**Run 1: logic cells by family**

Scale: 3 px per um.
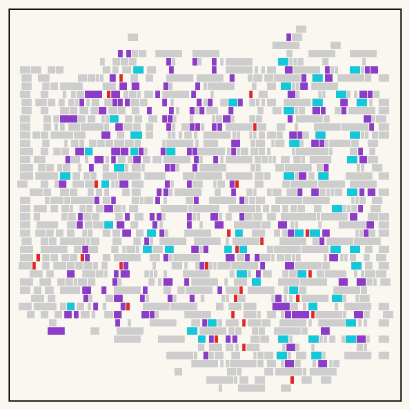
**Run 1: routed metal per tile**

Scale: 3 px per um. The die is cut into 26 by 26 equal tiles; white is low, dark blue is high, scaled to the fullest tile. Values are wire area over tile area, all layers added.
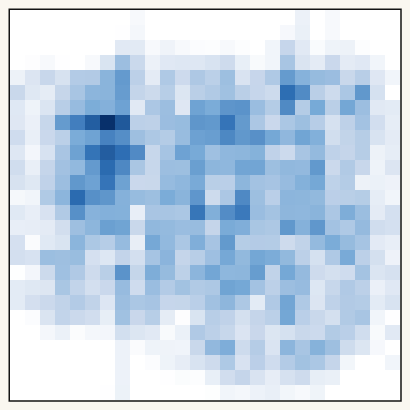
**Run 1: port wiring**

Scale: 4 px per um.
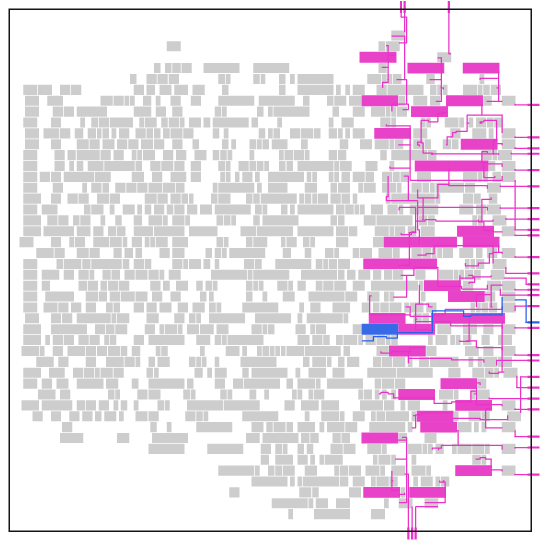
Design fp_cvt_sw, sky130hd; sources not shown.
==> results.ini, run 1 <==
[floorplanning]
initCoreUtil_pct = 40.5
die_x_um = 130
die_area_sq_um = 16900
rows = 46

[yosys]
yosysWarningCount = 0
post_synth.cell_area_avg_sq_um = 7.77
fp_nets = 868
yosys_area_sq_um = 6360
yosysUniqueCellTypes = 62
ys_cells = 819
edf_count = 0
area_leaders = dfrtp_1 30%, nand2_1 7.3%, xnor2_1 5.6%, o21ai_0 4.7%, a21oi_1 4.3%
xor_share_pct = 8.53
synth_area_sq_um = 6360
yosysMostFrequentCell = nand2_1
synth-main-ff-cell = dfrtp_1
ys_ff = 76
yosys.area_share.adder_pct = 2.56
yosys-top-cells-count = 124 x nand2_1, 76 x dfrtp_1, 62 x nor2_1
muxShareOfSynthArea_pct = 1.30
synth-simple-area-share_pct = 25.6
yosysTopAreaCell = dfrtp_1

[clock_network]
numCtsBuffers = 9
clockBufferDepth = 2
cts_resized = 10
cts-root-buf = clkbuf_16
path_clk_slew_ns = 0.06
clock-sinks = 76
cts_tree = built
cts_max_level = 3
clock.latency.late_pin_ns = 0.34

[power_and_ir_drop]
p_sw_share_pct = 44.6
p_int_uw = 2730
p_clk_uw = 759
combPwrFrac_pct = 54.0
p_leak_uw = 0.00367
seq-power_uw = 1510
seqPwrFrac_pct = 30.6
finalPower_uw = 4940
powerDensity_nw_per_um2 = 575

[run]
tool_warnings = 34
drv_cap = 0

[layout]
diodes = 0
utilization_pct = 54.7
comb.multi_input.count = 643
comb_area_sq_um = 4210
drive_gt1_share_pct = 18.6
fin_nets = 1005
layout_top_cell = nand2_1
design.seq.count = 76
seqCellArea_sq_um = 1900
num-nonclk-buffers = 200
seq_share_pct = 22.1
area_dominant_class = combinational gates
stdcell_area_sq_um = 8600
nClkBuffers = 13

[placed_design]
post_dp_cell_area_sq_um = 7960
dpl.cell_count = 1148
hpwl_um = 13900
pre_cts_ws_ns = -0.468

[timing]
rsz0062_at_grt = true
fin_skew_ns = 0.00450
fin_tns_setup_ns = 0
finalClockPeriodUsage_pct = 97.7
fin_ws_ns = 0.0980
holdWs_ns = 0.542
slew_headroom_pct = 47.3

[global_route]
grt_overflow = 0
grt_max_degree = 60
grt_pass1_vias = 6094
grt_pass1_wl_um = 31300
antenna_found_initial = 0
use_met3_pct = 2.38
gr-usage-met2_pct = 37.7

[min_path]
min_path_type = flip-flop to flip-flop

[detailed_routing]
dr.pass1.iters = 5
dr_wl_met3_um = 1130
first_iter_violations = 638
drc_errors = 0
top_layer_used = met4
wl_met2_um = 8970
antenna_left = 0

[setup_path]
cp_num_buf_inv = 6
ff2ff_path_depth = 17
path_cells = clkdlybuf4s50_1 -> or4_4 -> nor4_4 -> a21oi_2 -> or3_1 -> a2111o_1 -> nor4_4 -> buf_6 -> buf_12 -> buf_12 -> buf_4 -> buf_4 -> a41oi_2 -> nand2_1
path_max_fanout = 9
end_kind = flip-flop
critPathLaunchType = input port
critical_path.top_delay_family = simple AND/OR/NAND/NOR gates
crit_slowest_cell = or4_4
slowest_delay_ns = 0.60
reg2reg_slack_ns = 0.83

[outcome]
status = finished clean

-- 'logic cells by family' (at the start) --
inverting AOI/OAI gates -> purple  # cells 183, most used o21ai_0
inverters -> red  # cells 26, most used inv_1
AND-OR and OR-AND gates -> cyan  # cells 54, most used a311o_1, where all over the die
Finished Layout Cells: 1176
Comb/total area: 49.0%

-- 'routed metal per tile' (at the start) --
tiles over half the peak = 11%
nearly empty tiles = 18%
fullest tile = 0.74
densest ninth of the die = center
total wire length: 19500 um
routed vias: 6702
WL per Instance: 16.6 um
GRT Resource Usage Total: 23.1%

-- 'port wiring' (at the start) --
o_inexact -> blue  # bits 1, direction output, edge right, end cells 1, wire 58.3 um
o_fp -> magenta  # bits 32, direction output, edge 26 right, 3 top, 3 bottom, end cells 32, wire 1040 um
Ports: 71
port bufs: 70

==> run 1 -> run 2 <==
Settings changed: CAP_MARGIN set to 20.
**Run 2: routed metal per tile**

Scale: 3 px per um. The die is cut into 26 by 26 equal tiles; white is low, dark blue is high, scaled to the fullest tile. Values are wire area over tile area, all layers added.
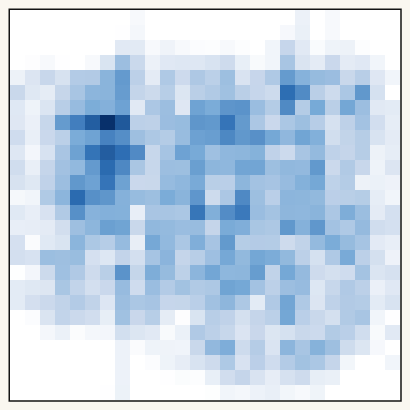

==> run 2 against run 1 <==
Clock power about the same. Maximum frequency unchanged. Worst setup slack unchanged. Area after synthesis unchanged. Core utilization unchanged. Synthesized cell count unchanged. Non-clock buffer count unchanged. Critical path depth unchanged. Design area unchanged. First-iteration DRC count unchanged. Worst hold slack unchanged. Clock skew unchanged. Critical path type unchanged.
==> results.ini, run 2 <==
[setup_path]
critical_path.top_delay_family = simple AND/OR/NAND/NOR gates
slowest_delay_ns = 0.60  ; about the same
critPathLaunchType = input port
end_kind = flip-flop
path_max_fanout = 9  ; unchanged
crit_slowest_cell = or4_4
path_cells = clkdlybuf4s50_1 -> or4_4 -> nor4_4 -> a21oi_2 -> or3_1 -> a2111o_1 -> nor4_4 -> buf_6 -> buf_12 -> buf_12 -> buf_4 -> buf_4 -> a41oi_2 -> nand2_1
reg2reg_slack_ns = 0.83  ; about the same
cp_num_buf_inv = 6  ; unchanged
ff2ff_path_depth = 17  ; unchanged
arrival_ns = 4.44

[yosys]
synth-simple-area-share_pct = 25.6  ; unchanged
muxShareOfSynthArea_pct = 1.30  ; unchanged
synth_area_sq_um = 6360  ; unchanged
xor_share_pct = 8.53  ; unchanged
synth-main-ff-cell = dfrtp_1
synth_seq_share_pct = 29.9
yosysUniqueCellTypes = 62  ; unchanged
yosys.area_share.adder_pct = 2.56  ; unchanged
edf_count = 0  ; unchanged
area_leaders = dfrtp_1 30%, nand2_1 7.3%, xnor2_1 5.6%, o21ai_0 4.7%, a21oi_1 4.3%
post_synth.cell_area_avg_sq_um = 7.77  ; unchanged
ys_cells = 819  ; unchanged
yosys_area_sq_um = 6360  ; unchanged
yosysMostFrequentCell = nand2_1
ys_ff = 76  ; unchanged
fp_nets = 868  ; unchanged
yosysWarningCount = 0  ; unchanged
yosys-top-cells-count = 124 x nand2_1, 76 x dfrtp_1, 62 x nor2_1
yosysTopAreaCell = dfrtp_1

[timing]
holdWs_ns = 0.542  ; unchanged
slew_headroom_pct = 47.3  ; unchanged
fin_skew_ns = 0.00450  ; unchanged
fin_tns_setup_ns = 0  ; unchanged
final.min_clock_period_ns = 4.16
rsz0062_at_grt = true
fin_ws_ns = 0.0980  ; unchanged
finalClockPeriodUsage_pct = 97.7  ; unchanged

[detailed_routing]
dr.pass1.iters = 5  ; unchanged
top_layer_used = met4
dr_wl_met3_um = 1130  ; unchanged
routed_wl_um = 19500  ; unchanged
drc_errors = 0  ; unchanged
antenna_left = 0  ; unchanged
wl_met1_um = 9000
routed-via-count = 6702  ; unchanged
first_iter_violations = 638  ; unchanged
drt-wirelength-per-cell_um = 16.6  ; unchanged
wl_met2_um = 8970  ; unchanged

[layout]
area_dominant_class = combinational gates
fin_nets = 1005  ; unchanged
comb_area_sq_um = 4210  ; unchanged
design.seq.count = 76  ; unchanged
clkCellAreaFrac_pct = 3.32
seq_share_pct = 22.1  ; unchanged
seqCellArea_sq_um = 1900  ; unchanged
non_clock_inverter_count = 26
final_cell_count_no_fill = 1176  ; unchanged
drive_gt1_share_pct = 18.6  ; unchanged
comb.multi_input.count = 643  ; unchanged
nClkBuffers = 13  ; unchanged
utilization_pct = 54.7  ; unchanged
num-nonclk-buffers = 200  ; unchanged
comb_share_pct = 49.0  ; unchanged
fillers = 1485
diodes = 0  ; unchanged
stdcell_area_sq_um = 8600  ; unchanged

[global_route]
use_met3_pct = 2.38  ; unchanged
grt_usage_pct = 23.1  ; unchanged
grt_overflow = 0  ; unchanged
grt_pass1_vias = 6094  ; unchanged
antenna_found_initial = 0  ; unchanged
grt_pass1_wl_um = 31300  ; unchanged
grt_max_degree = 60  ; unchanged
gr-usage-met2_pct = 37.7  ; unchanged

[power_and_ir_drop]
finalPower_uw = 4940  ; unchanged
seqPwrFrac_pct = 30.6  ; about the same
p_sw_share_pct = 44.6  ; unchanged
seq-power_uw = 1510  ; about the same
powerDensity_nw_per_um2 = 575  ; unchanged
power_leader = combinational logic
p_clk_uw = 759  ; about the same
p_int_uw = 2730  ; unchanged
p_leak_uw = 0.00367  ; unchanged
combPwrFrac_pct = 54.0  ; about the same

[clock_network]
clockBufferDepth = 2  ; unchanged
path_clk_slew_ns = 0.06  ; about the same
ctsHoldBuffers = 0
clock.latency.late_pin_ns = 0.34  ; about the same
numCtsBuffers = 9  ; unchanged
clock-sinks = 76  ; unchanged
cts-root-buf = clkbuf_16
cts_max_level = 3  ; unchanged
cts_setup_buffers = 3
cts_tree = built
cts_resized = 10  ; unchanged

[floorplanning]
die_area_sq_um = 16900  ; unchanged
rows = 46  ; unchanged
io_pins = 71  ; unchanged
initCoreUtil_pct = 40.5  ; unchanged
die_x_um = 130  ; unchanged

[run]
tool_warnings = 34  ; unchanged
drv_cap = 0  ; unchanged

[placed_design]
dpl.cell_count = 1148  ; unchanged
hpwl_um = 13900  ; unchanged
post_dp_cell_area_sq_um = 7960  ; unchanged
pre_cts_ws_ns = -0.468  ; unchanged
io_buffers = 70  ; unchanged

[min_path]
min_path_type = flip-flop to flip-flop

[outcome]
status = finished clean

**Run 2: logic cells by family**

Scale: 3 px per um.
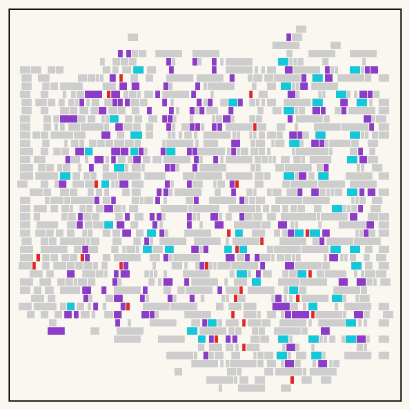
AND-OR and OR-AND gates -> cyan  # cells 54, most used a311o_1, where all over the die
inverters -> red  # cells 26, most used inv_1
inverting AOI/OAI gates -> purple  # cells 183, most used o21ai_0
most common logic cell in the routed design: nand2_1

Power figures rest on the tool's default switching activity, not on a simulated workload.
